Figure 1. Sequential cells grouped by signal name.
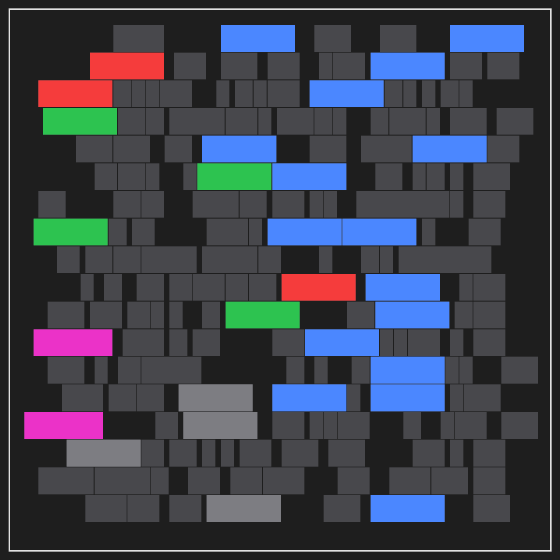
Figure 2. Logic cells by family.
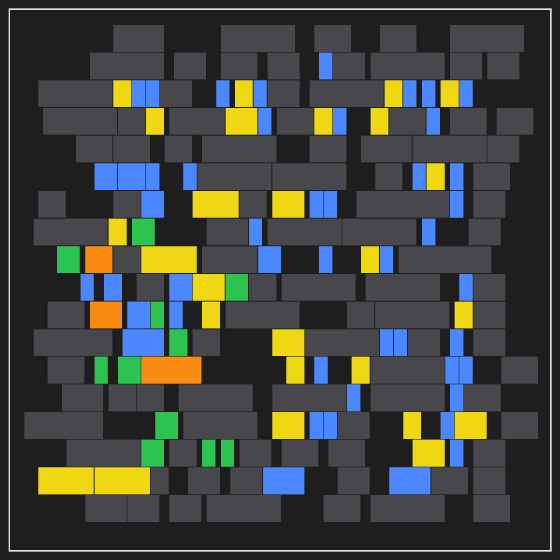
==> src/rtl/sample_loader_if.sv <==
// sample_loader_if -- handshake and RAM write-port bundle for sample_loader.
// The slave modport is the loader's view; the master modport is the view of
// whatever feeds samples in and consumes the RAM writes.
interface sample_loader_if #(
    parameter int BITS_PER_ROW = 3,
    parameter int DATA_W       = 16
);
    logic                    start;
    logic                    in_valid;
    logic [DATA_W-1:0]       in_data;
    logic                    in_ready;
    logic                    wr_en;
    logic [BITS_PER_ROW-1:0] wr_addr;
    logic [DATA_W-1:0]       wr_data;
    logic                    wr_bank;
    logic                    busy;
    logic                    done;

    modport slave (
        input  start,
        input  in_valid,
        input  in_data,
        output in_ready,
        output wr_en,
        output wr_addr,
        output wr_data,
        output wr_bank,
        output busy,
        output done
    );

    modport master (
        output start,
        output in_valid,
        output in_data,
        input  in_ready,
        input  wr_en,
        input  wr_addr,
        input  wr_data,
        input  wr_bank,
        input  busy,
        input  done
    );
endinterface

==> src/rtl/sample_loader.sv <==
// sample_loader -- accepts one frame of N natural-order samples and writes
// them to a ping-pong RAM bank at bit-reversed addresses, ready for an
// in-place radix-2 transform.
//
// Optional feature macro: SAMPLE_LOADER_AUTO_RESTART_EN
//   defined   : after FLUSH the loader re-enters LOAD on the toggled bank
//               without waiting for another start (one bubble cycle).
//   undefined : after FLUSH the loader returns to IDLE; each frame needs start.
module sample_loader #(
    parameter int N            = 8,
    parameter int BITS_PER_ROW = 3,
    parameter int DATA_W       = 16
) (
    input  logic            clk,
    input  logic            rst,
    sample_loader_if.slave  bus
);

    localparam int                CNT_W  = BITS_PER_ROW + 1;
    localparam logic [CNT_W-1:0]  N_CNT  = CNT_W'(N);
    localparam logic [CNT_W-1:0]  N_LAST = CNT_W'(N - 1);

    typedef enum logic [1:0] {
        S_IDLE  = 2'd0,
        S_LOAD  = 2'd1,
        S_FLUSH = 2'd2
    } state_t;

    // Reverse the bit order of an address: bit 0 becomes the MSB.
    function automatic logic [BITS_PER_ROW-1:0] bit_rev(
        input logic [BITS_PER_ROW-1:0] v
    );
        logic [BITS_PER_ROW-1:0] r;
        r = '0;
        for (int i = 0; i < BITS_PER_ROW; i++) begin
            r[i] = v[BITS_PER_ROW-1-i];
        end
        return r;
    endfunction

    state_t                  state_q,   state_d;
    logic [CNT_W-1:0]        cnt_q,     cnt_d;
    logic                    wr_bank_q, wr_bank_d;
    logic                    wr_en_q,   wr_en_d;
    logic [BITS_PER_ROW-1:0] wr_addr_q, wr_addr_d;
    logic [DATA_W-1:0]       wr_data_q, wr_data_d;
    logic                    busy_q,    busy_d;
    logic                    done_q,    done_d;

    logic                    in_ready_s;
    logic                    accept_s;

    // Ready depends only on state and count so the source may wait on it.
    always_comb begin
        in_ready_s = (state_q == S_LOAD) && (cnt_q < N_CNT);
        accept_s   = in_ready_s && bus.in_valid;
    end

    // Next-state, counter, bank and write-port computation.
    always_comb begin
        state_d   = state_q;
        cnt_d     = cnt_q;
        wr_bank_d = wr_bank_q;
        done_d    = 1'b0;
        wr_en_d   = accept_s;

        // Write port registers the accepted sample; it holds otherwise.
        if (accept_s) begin
            wr_addr_d = bit_rev(cnt_q[BITS_PER_ROW-1:0]);
            wr_data_d = bus.in_data;
        end else begin
            wr_addr_d = wr_addr_q;
            wr_data_d = wr_data_q;
        end

        case (state_q)
            S_IDLE: begin
                if (bus.start) begin
                    state_d = S_LOAD;
                    cnt_d   = '0;
                end else begin
                    state_d = S_IDLE;
                end
            end
            S_LOAD: begin
                // start is deliberately not looked at here: a second request
                // mid-frame must not disturb the count or the bank.
                if (accept_s) begin
                    cnt_d = cnt_q + CNT_W'(1);
                    if (cnt_q == N_LAST) begin
                        state_d = S_FLUSH;
                    end else begin
                        state_d = S_LOAD;
                    end
                end else begin
                    state_d = S_LOAD;
                end
            end
            S_FLUSH: begin
                // The final write is on the port this cycle; completion and
                // the bank flip become visible together on the next cycle.
                done_d    = 1'b1;
                wr_bank_d = ~wr_bank_q;
`ifdef SAMPLE_LOADER_AUTO_RESTART_EN
                state_d   = S_LOAD;
                cnt_d     = '0;
`else
                state_d   = S_IDLE;
`endif
            end
            default: begin
                state_d = S_IDLE;
                cnt_d   = '0;
            end
        endcase

        busy_d = (state_d == S_LOAD);
    end

    // State and output registers with synchronous reset.
    always_ff @(posedge clk) begin
        if (rst) begin
            state_q   <= S_IDLE;
            cnt_q     <= '0;
            wr_bank_q <= 1'b0;
            wr_en_q   <= 1'b0;
            wr_addr_q <= '0;
            wr_data_q <= '0;
            busy_q    <= 1'b0;
            done_q    <= 1'b0;
        end else begin
            state_q   <= state_d;
            cnt_q     <= cnt_d;
            wr_bank_q <= wr_bank_d;
            wr_en_q   <= wr_en_d;
            wr_addr_q <= wr_addr_d;
            wr_data_q <= wr_data_d;
            busy_q    <= busy_d;
            done_q    <= done_d;
        end
    end

    assign bus.in_ready = in_ready_s;
    assign bus.wr_en    = wr_en_q;
    assign bus.wr_addr  = wr_addr_q;
    assign bus.wr_data  = wr_data_q;
    assign bus.wr_bank  = wr_bank_q;
    assign bus.busy     = busy_q;
    assign bus.done     = done_q;

endmodule

==> src/flat_wrapper.sv <==
// flat-port wrapper written by rule: the top's interface ports become plain ports
module sample_loader_flat 
#(
    parameter int N            = 8,
    parameter int BITS_PER_ROW = 3,
    parameter int DATA_W       = 16
)
  (clk, rst, bus_start, bus_in_valid, bus_in_data, bus_in_ready, bus_wr_en, bus_wr_addr, bus_wr_data, bus_wr_bank, bus_busy, bus_done);
  sample_loader_if #(.BITS_PER_ROW(BITS_PER_ROW), .DATA_W(DATA_W)) bus_i ();
  input  logic clk;
  input  logic rst;
  input wire logic [$bits(bus_i.start)-1:0] bus_start;
  input wire logic [$bits(bus_i.in_valid)-1:0] bus_in_valid;
  input wire logic [$bits(bus_i.in_data)-1:0] bus_in_data;
  output wire logic [$bits(bus_i.in_ready)-1:0] bus_in_ready;
  output wire logic [$bits(bus_i.wr_en)-1:0] bus_wr_en;
  output wire logic [$bits(bus_i.wr_addr)-1:0] bus_wr_addr;
  output wire logic [$bits(bus_i.wr_data)-1:0] bus_wr_data;
  output wire logic [$bits(bus_i.wr_bank)-1:0] bus_wr_bank;
  output wire logic [$bits(bus_i.busy)-1:0] bus_busy;
  output wire logic [$bits(bus_i.done)-1:0] bus_done;
  assign bus_i.start = bus_start;
  assign bus_i.in_valid = bus_in_valid;
  assign bus_i.in_data = bus_in_data;
  assign bus_in_ready = bus_i.in_ready;
  assign bus_wr_en = bus_i.wr_en;
  assign bus_wr_addr = bus_i.wr_addr;
  assign bus_wr_data = bus_i.wr_data;
  assign bus_wr_bank = bus_i.wr_bank;
  assign bus_busy = bus_i.busy;
  assign bus_done = bus_i.done;
  sample_loader #(.N(N), .BITS_PER_ROW(BITS_PER_ROW), .DATA_W(DATA_W)) u_core (.clk(clk), .rst(rst), .bus(bus_i));
endmodule
==> config.mk <==
export PLATFORM = sky130hd
export DESIGN_NAME = sample_loader_flat
export DESIGN_NICKNAME = d
export VERILOG_FILES = /design/src/rtl/sample_loader_if.sv /design/src/rtl/sample_loader.sv /design/src/flat_wrapper.sv
export SDC_FILE = /design/constraint.sdc
export NUM_CORES = 1
export LEC_CHECK = 0
export CAP_MARGIN = 20
export CORE_MARGIN = 1
export CORE_UTILIZATION = 42
export CTS_CLUSTER_DIAMETER = 80
export CTS_CLUSTER_SIZE = 16
export DETAILED_ROUTE_END_ITERATION = 6
export MAX_ROUTING_LAYER = met4
export PLACE_DENSITY_LB_ADDON = 0.1
export SLEW_MARGIN = 20
export SYNTH_ARGS = -nofsm -noshare
export SYNTH_HDL_FRONTEND = slang
export SYNTH_SLANG_ARGS = --single-unit
export TNS_END_PERCENT = 30
==> constraint.sdc <==
create_clock -name clk -period 1.2 [get_ports clk]
set_input_delay 0.12 -clock clk [delete_from_list [all_inputs] [get_ports clk]]
set_output_delay 0.12 -clock clk [all_outputs]
set_load 0.02 [all_outputs]
==> qor.yml <==
cts:
  cts_buffers: 5
  cts_setup_buffers: 0
  ctsLongestPathBuffers: 2
logic_synthesis:
  logic_family: "simple AND/OR/NAND/NOR gates"
  ys_cells: 127
  top_area_share_pct: 52.9
  synthSimpleGateAreaFrac_pct: 25.8
  synth.area.top_cells: "dfxtp_1 (53%), nand2_1 (14%), a21oi_1 (9.6%)"
  xor_area_share_pct: 0.798
  avgSynthCellArea_um2: 8.64
  synthArstFlopShare_pct: 0
  yosys_warnings: 0
  ys_ff: 29
final_timing:
  setup_ws_ns: -0.0942
  max_slew_margin_pct: 81.6
  setup_viol: 23
  rsz0062_at_grt: "true"
  slew_violations: 0
  whs_ns: 0.340
floorplanning:
  taps: 30
  core_area_mm2: 0.00248
  die_h_um: 53.1
power:
  p_clk_mw: 0.669
  netSwitchingFraction_pct: 24.9
  leakagePower_nw: 0.769
  combinationalPowerShare_pct: 15.9
hold_path:
  hold_class: "primary input to register"
cells_and_area:
  clkCellAreaFrac_pct: 3.93
  drive_gt1_share_pct: 22.8
  design.seq.count: 29
  largest_class: "flip-flops and latches"
  inverters: 0
setup_path:
  rrSetupSlack_ns: -0.09
  start_kind: "register"
  r2r-start: "u_core.state_q[1]$_SDFF_PP0_"
global_routing:
  track_usage_pct: 19.9
routing:
  drtPass1Iterations: 6
  viasPerCell: 4.92
outcome:
  status: "finished with violations"
  violations: "setup timing"
Notes on Figure 1 above:
color	name in the netlist	sequential cells
red	u_core.bus.wr_addr	3
blue	u_core.bus.wr_data	16
green	u_core.cnt_q	4
magenta	u_core.state_q	2
sequential power: 1.01 mW
register area: 583 µm²

Notes on Figure 2 above:
color	family	cells
orange	and/or cells	3
green	nor cells	11
yellow	aoi and oai cells	26
blue	nand cells	47

## sequential cells by signal, indices dropped and copies added (netlist names)
name and count:
u_core.bus.wr_data 16, u_core.cnt_q 4, u_core.bus.wr_addr 3, u_core.state_q 2
u_core.bus.busy 1, u_core.bus.done 1, u_core.bus.wr_bank 1, u_core.bus.wr_en 1
## routing by layer
metal  vias to the layer above  track usage [%]  share of wire, %  routed length, µm
met5                         -                -                 0                  0
met4                         0             11.8               1.5                 40
met3                         6             6.03               4.7                129
met2                        25             32.5                50               1380
met1                       485             21.2                44               1200
li1                        537                -                 -                  -
## worst max-delay path, stage by stage (launching register included)
cell and delay (ns):
dfxtp_2 0.34, buf_6 0.12, and4bb_4 0.41, clkbuf_16 0.17, nand2_1 0.06, a21oi_1 0.13
Power and IR drop assume default switching activity.
